### config.mk
export PLATFORM = sky130hd
export DESIGN_NAME = md_issue_ctrl
export DESIGN_NICKNAME = d
export VERILOG_FILES = /design/src/rtl/md_issue_ctrl.sv
export SDC_FILE = /design/constraint.sdc
export NUM_CORES = 1
export LEC_CHECK = 0
export CAP_MARGIN = 20
export CORE_MARGIN = 2
export CORE_UTILIZATION = 38
export CTS_BUF_LIST = sky130_fd_sc_hd__clkbuf_16
export DETAILED_ROUTE_END_ITERATION = 8
export PLACE_DENSITY = 0.84
export SLEW_MARGIN = 20
export SYNTH_ARGS = -nofsm -noshare
export SYNTH_HDL_FRONTEND = slang
export SYNTH_SLANG_ARGS = --single-unit
### constraint.sdc
create_clock -name clk -period 1.7 [get_ports clk]
set_input_delay 0.255 -clock clk [delete_from_list [all_inputs] [get_ports clk]]
set_output_delay 0.255 -clock clk [all_outputs]
set_load 0.05 [all_outputs]
### src/rtl/md_issue_ctrl.sv
// Issue and interlock controller for the HI/LO multiply/divide unit.
// Optional busy-latency checker enabled by defining MD_LAT_CHECK_EN.
module md_issue_ctrl #(
    parameter int unsigned MUL_LAT = 5,
    parameter int unsigned DIV_LAT = 10
) (
    input  logic        clk,
    input  logic        reset,
    input  logic        op_valid_i,
    input  logic [3:0]  op_i,
    input  logic [31:0] src_a_i,
    input  logic [31:0] src_b_i,
    input  logic        flush_i,
    input  logic        md_busy_i,
    output logic        stall_o,
    output logic        md_used_o,
    output logic [2:0]  md_ctrl_o,
    output logic [31:0] md_srca_o,
    output logic [31:0] md_srcb_o,
    output logic        hilo_sel_o,
    output logic        md_err_o
);

    typedef enum logic [1:0] {
        StIdle,
        StIssue,
        StBusy
    } state_e;

    state_e      state_q, state_d;
    logic        used_q, used_d;
    logic [2:0]  ctrl_q, ctrl_d;
    logic [31:0] srca_q, srca_d;
    logic [31:0] srcb_q, srcb_d;

    logic is_issue_op;
    logic is_read_op;
    logic md_req;
    logic accept;
    logic ctrl_is_arith;

    assign is_issue_op   = (op_i >= 4'd1) && (op_i <= 4'd6);
    assign is_read_op    = (op_i == 4'd7) || (op_i == 4'd8);
    assign md_req        = op_valid_i && !flush_i && (is_issue_op || is_read_op);
    assign accept        = md_req && is_issue_op && (state_q == StIdle) && !md_busy_i;
    assign ctrl_is_arith = (ctrl_q >= 3'd1) && (ctrl_q <= 3'd4);

    // Any md request waits while the controller is not idle or the unit is busy.
    assign stall_o    = md_req && ((state_q != StIdle) || md_busy_i);
    assign hilo_sel_o = md_req && (op_i == 4'd7);

    always_comb begin
        state_d = state_q;
        used_d  = 1'b0;
        ctrl_d  = ctrl_q;
        srca_d  = srca_q;
        srcb_d  = srcb_q;
        unique case (state_q)
            StIdle: begin
                if (accept) begin
                    state_d = StIssue;
                    used_d  = 1'b1;
                    ctrl_d  = op_i[2:0];
                    srca_d  = src_a_i;
                    srcb_d  = src_b_i;
                end
            end
            StIssue: begin
                state_d = ctrl_is_arith ? StBusy : StIdle;
            end
            StBusy: begin
                if (!md_busy_i) begin
                    state_d = StIdle;
                end
            end
            default: begin
                state_d = StIdle;
            end
        endcase
    end

    always_ff @(posedge clk) begin
        if (reset) begin
            state_q <= StIdle;
            used_q  <= 1'b0;
            ctrl_q  <= 3'd0;
            srca_q  <= 32'd0;
            srcb_q  <= 32'd0;
        end else begin
            state_q <= state_d;
            used_q  <= used_d;
            ctrl_q  <= ctrl_d;
            srca_q  <= srca_d;
            srcb_q  <= srcb_d;
        end
    end

    assign md_used_o = used_q;
    assign md_ctrl_o = ctrl_q;
    assign md_srca_o = srca_q;
    assign md_srcb_o = srcb_q;

`ifdef MD_LAT_CHECK_EN
    logic [3:0] cnt_q, cnt_d;
    logic       err_q, err_d;

    // Counter expects exactly LAT busy cycles followed by one idle cycle.
    always_comb begin
        cnt_d = cnt_q;
        err_d = err_q;
        if ((state_q == StIssue) && (state_d == StBusy)) begin
            cnt_d = (ctrl_q <= 3'd2) ? MUL_LAT[3:0] : DIV_LAT[3:0];
        end else if (state_q == StBusy) begin
            if (cnt_q != 4'd0) begin
                if (!md_busy_i) begin
                    err_d = 1'b1;
                end
                cnt_d = cnt_q - 4'd1;
            end else if (md_busy_i) begin
                err_d = 1'b1;
            end
        end
    end

    always_ff @(posedge clk) begin
        if (reset) begin
            cnt_q <= 4'd0;
            err_q <= 1'b0;
        end else begin
            cnt_q <= cnt_d;
            err_q <= err_d;
        end
    end

    assign md_err_o = err_q;
`else
    logic unused_lat_cfg;
    assign unused_lat_cfg = ^{MUL_LAT[3:0], DIV_LAT[3:0]};
    assign md_err_o       = 1'b0;
`endif

endmodule
Fig. 1: run 1, layout detail
Region (45, 45) to (95, 95) um. Cells in grey, sequential cells in the stronger grey; small squares are vias.
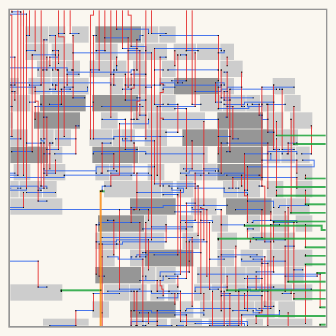
| layer | colour |
|---|---|
| M3 | green |
| M2 | red |
| M4 | orange |
| M1 | blue |
cells with their middle in the window: 135
most frequent: nand2b_1 (33), buf_4 (24)
netlist names of flops here include: md_srca_o (11), md_ctrl_o (3), md_srcb_o (2)
sequential cells in the window: 18

Fig. 2: run 1, I/O pins on the die edge
(4 px per um) Pins as bars across the die edge, other pins in grey.
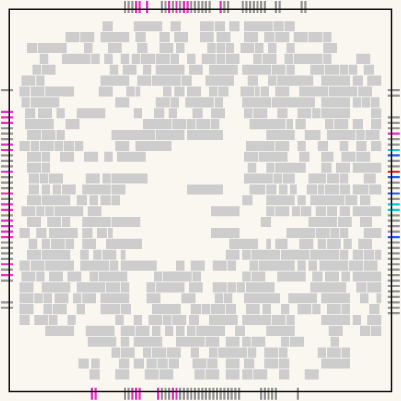
| port | colour | pins | direction | edge |
|---|---|---|---|---|
| md_ctrl_o | cyan | 3 | output | right |
| md_srcb_o | magenta | 32 | output | 15 left, 8 top, 8 bottom, 1 right |
| op_i | blue | 4 | input | right |
| stall_o | red | 1 | output | right |
# port buffers: 142
horizontal die dimension: 95.2 um
overall die height: 95.2 um

Fig. 3: run 1, signal wires on met3
(4 px per um)
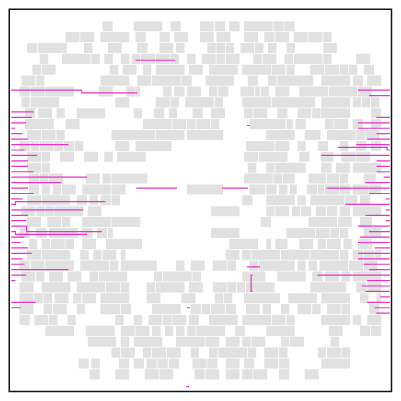
main direction: horizontal
longest straight run: 22.3 um
wire length on this layer: 541 um
DR vias: 2552
aggregate routed wire length: 7.38 mm
fraction of met3 tracks used by global routing: 0.0522

==> impl_results.html, run 1 <==
<h3>Run summary</h3>
<table>
<tr><th>Metric</th><th>Value</th></tr>
<tr><th colspan="2">Synth</th></tr>
<tr><td>Number of cells in Yosys stat</td><td>311</td></tr>
<tr><td>Area share of the largest cell type after synthesis</td><td>0.444</td></tr>
<tr><td>Net count of the mapped netlist</td><td>about 380</td></tr>
<tr><td>Cell type with the largest total area after synthesis</td><td>dfxtp_1</td></tr>
<tr><td>Dominant combinational cell family by area after synthesis</td><td>simple AND/OR/NAND/NOR gates</td></tr>
<tr><td>Most common reg cell</td><td>dfxtp_1</td></tr>
<tr><td>Unique cell types</td><td>22</td></tr>
<tr><th colspan="2">STA</th></tr>
<tr><td>Top achievable clock speed</td><td>590 MHz</td></tr>
<tr><td>Total negative setup slack</td><td>0 ns</td></tr>
<tr><td>Final Critical Period</td><td>~1.7 ns</td></tr>
<tr><td>Relative slew slack</td><td>0.668</td></tr>
<tr><th colspan="2">Finish</th></tr>
<tr><td>Num sequential</td><td>70</td></tr>
<tr><td>Buffer count excluding the clock tree in the final layout</td><td>between 150 and 200</td></tr>
<tr><td>Fill cells</td><td>669</td></tr>
<tr><td>Area occupied by multi-input gates</td><td>about 0.0017 mm2</td></tr>
<tr><td>Commonest non-fill, non-tap cells in the layout</td><td>nand2b_1 (134), buf_4 (77), dfxtp_1 (69)</td></tr>
<tr><th colspan="2">Floorplan</th></tr>
<tr><td>Std cell rows</td><td>33</td></tr>
<tr><td>Inserted tap cell count</td><td>between 100 and 150</td></tr>
<tr><td>DIE AREA</td><td>roughly 0.009 mm2</td></tr>
<tr><th colspan="2">Run status</th></tr>
<tr><td>Outcome</td><td>finished, final reports clean</td></tr>
<tr><th colspan="2">Detailed routing</th></tr>
<tr><td>First-pass iteration count of the detailed router</td><td>4</td></tr>
<tr><td>Met2 wire length</td><td>roughly 3.6 mm</td></tr>
<tr><td>WL/cell</td><td>between 10 and 15 um</td></tr>
<tr><td>Met3 WL post-DR</td><td>approximately 540 um</td></tr>
<tr><td>Average via count per standard cell</td><td>4.49</td></tr>
<tr><th colspan="2">Setup path</th></tr>
<tr><td>Critical path endpoint</td><td>md_srca_o[25]</td></tr>
<tr><td>CP Data Arrival Time</td><td>approximately 1.9 ns</td></tr>
<tr><td>Top fanout value on the critical path</td><td>4</td></tr>
<tr><td>Depth of the worst register-to-register path</td><td>5</td></tr>
<tr><td>Critical path startpoint category</td><td>input pin</td></tr>
<tr><th colspan="2">Clock network</th></tr>
<tr><td>Clk_lat worst skew</td><td>about 0.32 ns</td></tr>
<tr><td>Clock buffers created by TritonCTS</td><td>9</td></tr>
<tr><td>Clock root buffer</td><td>clkbuf_16</td></tr>
<tr><td>Number of buffers inserted by hold repair at cts</td><td>0</td></tr>
<tr><td>Maximum clock path buffer count</td><td>2</td></tr>
<tr><th colspan="2">Global route</th></tr>
<tr><td>Global-route wire length before repair</td><td>11.3 mm</td></tr>
<tr><td>Vias in the first global route</td><td>2506</td></tr>
<tr><th colspan="2">Worst hold path</th></tr>
<tr><td>Worst hold path endpoint</td><td>state_q[1]</td></tr>
<tr><td>Path class of the lowest-slack min-delay path</td><td>input pin to flip-flop</td></tr>
<tr><th colspan="2">Placement</th></tr>
<tr><td>Placer congestion estimate</td><td>approximately 0.78</td></tr>
</table>
run 1: synthesized netlist by cell type (all sizes together) (2+ instances only):
cell type and n:
nor2b 2, mux2i 67, dfxtp 70, clkbuf 15, nand2b 134, buf 9, or3 2
run 1: through the flow:
| stage | total power [uW] | std cells | hold WS [ns] | cell area [um2] |
|---|---|---|---|---|
| after floorplan | 2010 | 311 | 0.410 | 3160 |
| after global placement | 2270 | 550 | 0.458 | 4610 |
| after detailed placement | 2280 | 550 | 0.468 | 4610 |
| after CTS | 4200 | 566 | 0.454 | 4930 |
| after global routing | 4310 | 568 | 0.295 | 4990 |
| final | 4140 | 568 | 0.285 | 4990 |
run 1: worst max-delay path: stages:
cell	delay, ns
clkdlybuf4s50_1	0.42
or3b_4	0.41
nor4b_4	0.27
buf_4	0.21
buf_4	0.16
mux2i_1	0.20
run 1: routing by layer:
layer | up-vias | GRT usage
li1 | 1295 | -
met4 | 0 | 0.0580
met3 | 7 | 0.0522
met5 | - | 0
met1 | 1167 | 0.178
met2 | 83 | 0.276
run 1: kinds of logic after synthesis:
family                    after synthesis
buffers and inverters                  24
AOI/OAI and AO/OA                       2
other                                   1
muxes                                  67
xor gates and xnor gates                1
DFF                                    70
and+or+nand+nor                       146
run 1: power breakdown:
part           switching, uW  total (uW)  internal [uW]
Sequential              17.5        1690           1670
Clock                    636        1890           1260
Combinational            251         559            309
run 1: what timing repair did:
item                                    CTS  global route
gates resized                            10             5
hold endpoints to repair                  0             0
cloned                                    0             2
pin swaps                                 3             0
endpoints found under the setup margin   34            64
run 1: sequential cells by signal, indices dropped and copies added, names as in the netlist:
signal	cells
md_srca_o	32
state_q	2
md_ctrl_o	3
md_srcb_o	32
md_used_o	1
Fig. 4: run 1, clock routing
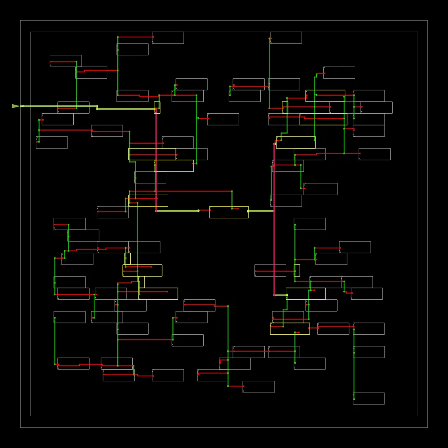

==> run 2: changes to the inputs <==
- MAX_ROUTING_LAYER: default -> met4
Fig. 5: run 2, clock routing
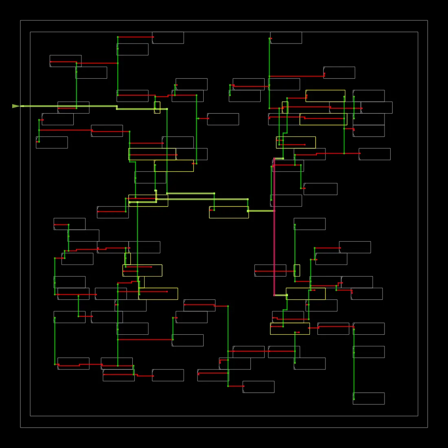
Sinks on Clock Net: 70
clk_lat worst skew: 0.32 ns

Fig. 6: run 2, placed cells, one colour a class
(6 px per um)
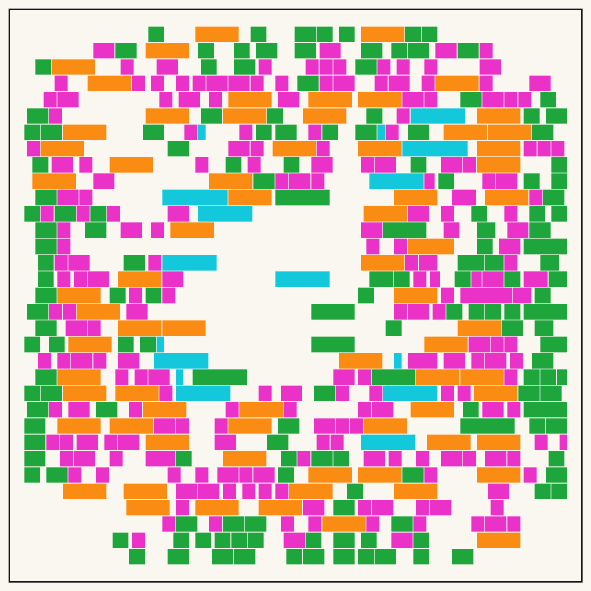
| class | colour | cells | share of their area |
|---|---|---|---|
| clock drivers and dummy loads | cyan | 16 | 6.2% |
| registers | orange | 70 | 29% |
| remaining buffers and delay cells | green | 161 | 31% |
| remaining logic cells | magenta | 217 | 34% |
Core Box Area: 0.00813 mm2
fraction of area in registers: 0.279

==> run 2 against run 1 <==
Sequential share of layout area down 0.17 points. Setup slack worse by 0.0052 ns. Clock power about the same. Utilization is 0.37 points higher. Hold slack got worse by 0.0054 ns. Routed wire length is 0.87% higher. Via count increased by 0.31%. Clock skew fell by 0.0014 ns. Non-clock buffer count is 1 higher. Register-to-register slack about the same. Sequential power about the same. Highest routed layer unchanged.
==> impl_results.html, run 2 <==
<h3>Run summary</h3>
<table>
<tr><th>Metric</th><th>Value</th></tr>
<tr><th colspan="2">Floorplan</th></tr>
<tr><td>Horizontal die dimension</td><td>95.2 um (unchanged)</td></tr>
<tr><td>DIE AREA</td><td>0.00906 mm2 (unchanged)</td></tr>
<tr><td>Overall die height</td><td>95.2 um (unchanged)</td></tr>
<tr><th colspan="2">Synth</th></tr>
<tr><td>Net count of the mapped netlist</td><td>384 (unchanged)</td></tr>
<tr><td>Most common reg cell</td><td>dfxtp_1 (unchanged)</td></tr>
<tr><td>Cell type with the largest total area after synthesis</td><td>dfxtp_1 (unchanged)</td></tr>
<tr><td>Number of cells in Yosys stat</td><td>311 (unchanged)</td></tr>
<tr><td>Count leader, synth</td><td>nand2b_1 (unchanged)</td></tr>
<tr><td>Area share of the largest cell type after synthesis</td><td>0.444 (unchanged)</td></tr>
<tr><td>Unique cell types</td><td>22 (unchanged)</td></tr>
<tr><td>Dominant combinational cell family by area after synthesis</td><td>simple AND/OR/NAND/NOR gates (unchanged)</td></tr>
<tr><td>Top cells by instance count after synthesis</td><td>nand2b_1 (134), dfxtp_1 (70), mux2i_1 (67) (unchanged)</td></tr>
<tr><th colspan="2">Setup path</th></tr>
<tr><td>Stages on worst setup path</td><td>6 (unchanged)</td></tr>
<tr><td>Top fanout value on the critical path</td><td>10 (was 4)</td></tr>
<tr><td>Depth of the worst register-to-register path</td><td>5 (unchanged)</td></tr>
<tr><td>Ordered cell list for the critical path</td><td>clkdlybuf4s50_1 -&gt; or3b_4 -&gt; nor4b_4 -&gt; buf_4 -&gt; buf_12 -&gt; mux2i_1 (was clkdlybuf4s50_1 -&gt; or3b_4 -&gt; nor4b_4 -&gt; buf_4 -&gt; buf_4 -&gt; mux2i_1)</td></tr>
<tr><td>Critical-path cell with the highest stage delay</td><td>clkdlybuf4s50_1 (unchanged)</td></tr>
<tr><td>Critical path startpoint category</td><td>input pin (unchanged)</td></tr>
<tr><td>Critical path endpoint</td><td>md_srca_o[29] (was md_srca_o[25])</td></tr>
<tr><td>Buffer-and-inverter tally for the worst setup path</td><td>3 (unchanged)</td></tr>
<tr><td>CP peak stage delay</td><td>0.42 ns (about the same)</td></tr>
<tr><td>Largest delay share family, worst path</td><td>buffers and inverters (unchanged)</td></tr>
<tr><td>CP Class</td><td>input pin to flip-flop (unchanged)</td></tr>
<tr><td>Critical R2R Capture</td><td>md_srca_o[29] (was md_srca_o[25])</td></tr>
<tr><th colspan="2">Placement</th></tr>
<tr><td>Placer congestion estimate</td><td>0.796 (was 0.785)</td></tr>
<tr><td>Placed insts</td><td>550 (unchanged)</td></tr>
<tr><td>Placement Cell Area</td><td>0.00461 mm2 (unchanged)</td></tr>
<tr><th colspan="2">Finish</th></tr>
<tr><td>Number of nets in the final layout</td><td>532 (was 531)</td></tr>
<tr><td>Fill cells</td><td>666 (was 669)</td></tr>
<tr><td>Commonest non-fill, non-tap cells in the layout</td><td>nand2b_1 (134), buf_4 (77), dfxtp_1 (69) (unchanged)</td></tr>
<tr><td>Final std cells w/o fill</td><td>569 (was 568)</td></tr>
<tr><td>Final cell area excluding filler cells</td><td>0.00502 mm2 (was 0.00499 mm2)</td></tr>
<tr><th colspan="2">Detailed routing</th></tr>
<tr><td>First-pass iteration count of the detailed router</td><td>4 (unchanged)</td></tr>
<tr><td>Average via count per standard cell</td><td>4.50 (was 4.49)</td></tr>
<tr><td>WL/cell</td><td>13.1 um (was 13.0 um)</td></tr>
<tr><td>DR vias</td><td>2560 (was 2552)</td></tr>
<tr><td>Aggregate routed wire length</td><td>7.44 mm (was 7.38 mm)</td></tr>
<tr><th colspan="2">Pwr</th></tr>
<tr><td>Net switching power figure</td><td>911 uW (was 905 uW)</td></tr>
<tr><td>Internal power</td><td>3240 uW (about the same)</td></tr>
<tr><td>Logic pwr share</td><td>0.136 (was 0.135)</td></tr>
<tr><td>Switching share of power</td><td>0.219 (was 0.218)</td></tr>
<tr><td>Proportion of power drawn by the clock network</td><td>0.457 (about the same)</td></tr>
<tr><td>Reg power frac</td><td>0.407 (was 0.408)</td></tr>
<tr><th colspan="2">STA</th></tr>
<tr><td>Max-slew violation count</td><td>0 (unchanged)</td></tr>
<tr><td>Final Critical Period</td><td>1.70 ns (was 1.69 ns)</td></tr>
<tr><td>Top achievable clock speed</td><td>589 MHz (was 590 MHz)</td></tr>
<tr><td>Worst Hold Slack</td><td>0.280 ns (was 0.285 ns)</td></tr>
<tr><td>Relative slew slack</td><td>0.668 (about the same)</td></tr>
<tr><td>Setup Viol. Count Final</td><td>0 (unchanged)</td></tr>
<tr><th colspan="2">Clock network</th></tr>
<tr><td>Number of buffers inserted by hold repair at cts</td><td>0 (unchanged)</td></tr>
<tr><td>Clock-pin transition on the worst setup and hold timing paths</td><td>0.05 ns (about the same)</td></tr>
<tr><td>Maximum clock path buffer count</td><td>2 (unchanged)</td></tr>
<tr><td>Clock buffers created by TritonCTS</td><td>9 (unchanged)</td></tr>
<tr><td>Clock root buffer</td><td>clkbuf_16 (unchanged)</td></tr>
<tr><th colspan="2">Run status</th></tr>
<tr><td>Outcome</td><td>finished, final reports clean (unchanged)</td></tr>
<tr><th colspan="2">Worst hold path</th></tr>
<tr><td>Path class of the lowest-slack min-delay path</td><td>input pin to flip-flop (unchanged)</td></tr>
<tr><th colspan="2">Global route</th></tr>
<tr><td>Vias in the first global route</td><td>2501 (was 2506)</td></tr>
<tr><td>Global-route wire length before repair</td><td>11.3 mm (about the same)</td></tr>
</table>
run 2: cell counts after synthesis:
No cell type changed its count.
run 2: layer usage:
layer,share of wire,GRT usage
met5,0,-
met4,0.0069,0.0580
met3,0.065,0.0411
met2,0.49,0.276
met1,0.44,0.186
run 2: how the worst min path moves through the flow:
stage / cells past startpoint / to / startpoint / slack (ns)
6_report: 3 / state_q[1] / md_busy_i / 0.28
5_1_grt: 3 / state_q[1] / md_busy_i / 0.30
4_1_cts: 3 / md_used_o / reset / 0.45
3_5_place_dp: 2 / md_srca_o[21] / md_srca_o[21] / 0.47
3_3_place_gp: 2 / md_srcb_o[16] / md_srcb_o[16] / 0.46
2_1_floorplan: 2 / md_ctrl_o[2] / op_i[2] / 0.41
run 2: area by class of cell:
cell class,count,area [um2],share of cell area
multi-input cells,217,1660,0.330
clock buffers,9,225,0.0448
clock inverters,7,78.8,0.0157
well taps,105,131,0.0262
flip-flops and latches,70,1400,0.279
repair buffers,161,1530,0.304
run 2: through the flow:
stage	total power [uW]	worst slack, ns	TNS (ns)
final	4150	0.000868	0
after detailed placement	2280	-0.388	-22.75
after global routing	4320	-0.0903	-3.21
after global placement	2270	-0.332	-21.62
after CTS	4200	-0.00523	-0.00982
after floorplan	2010	0.0911	0
run 2: power groups by stage:
stage	registers, uW	clock network, uW	logic [uW]
3_5_place_dp	1730	0	556
4_1_cts	1690	1950	557
2_1_floorplan	1830	0	184
5_1_grt	1690	2030	600
3_3_place_gp	1720	0	548
6_report	1690	1900	563
run 2: repair_timing:
action                                  4_1_cts  5_1_grt
gates resized                                10        6
endpoints found under the setup margin       34       64
pin swaps                                     3        0
gates cloned                                  0        3
run 2: tightest hold or removal path, cell delays in order:
cell	delay, ns
dlymetal6s2s_1	0.13
nand3b_1	0.09
a21oi_1	0.07
Power and IR drop assume default switching activity.
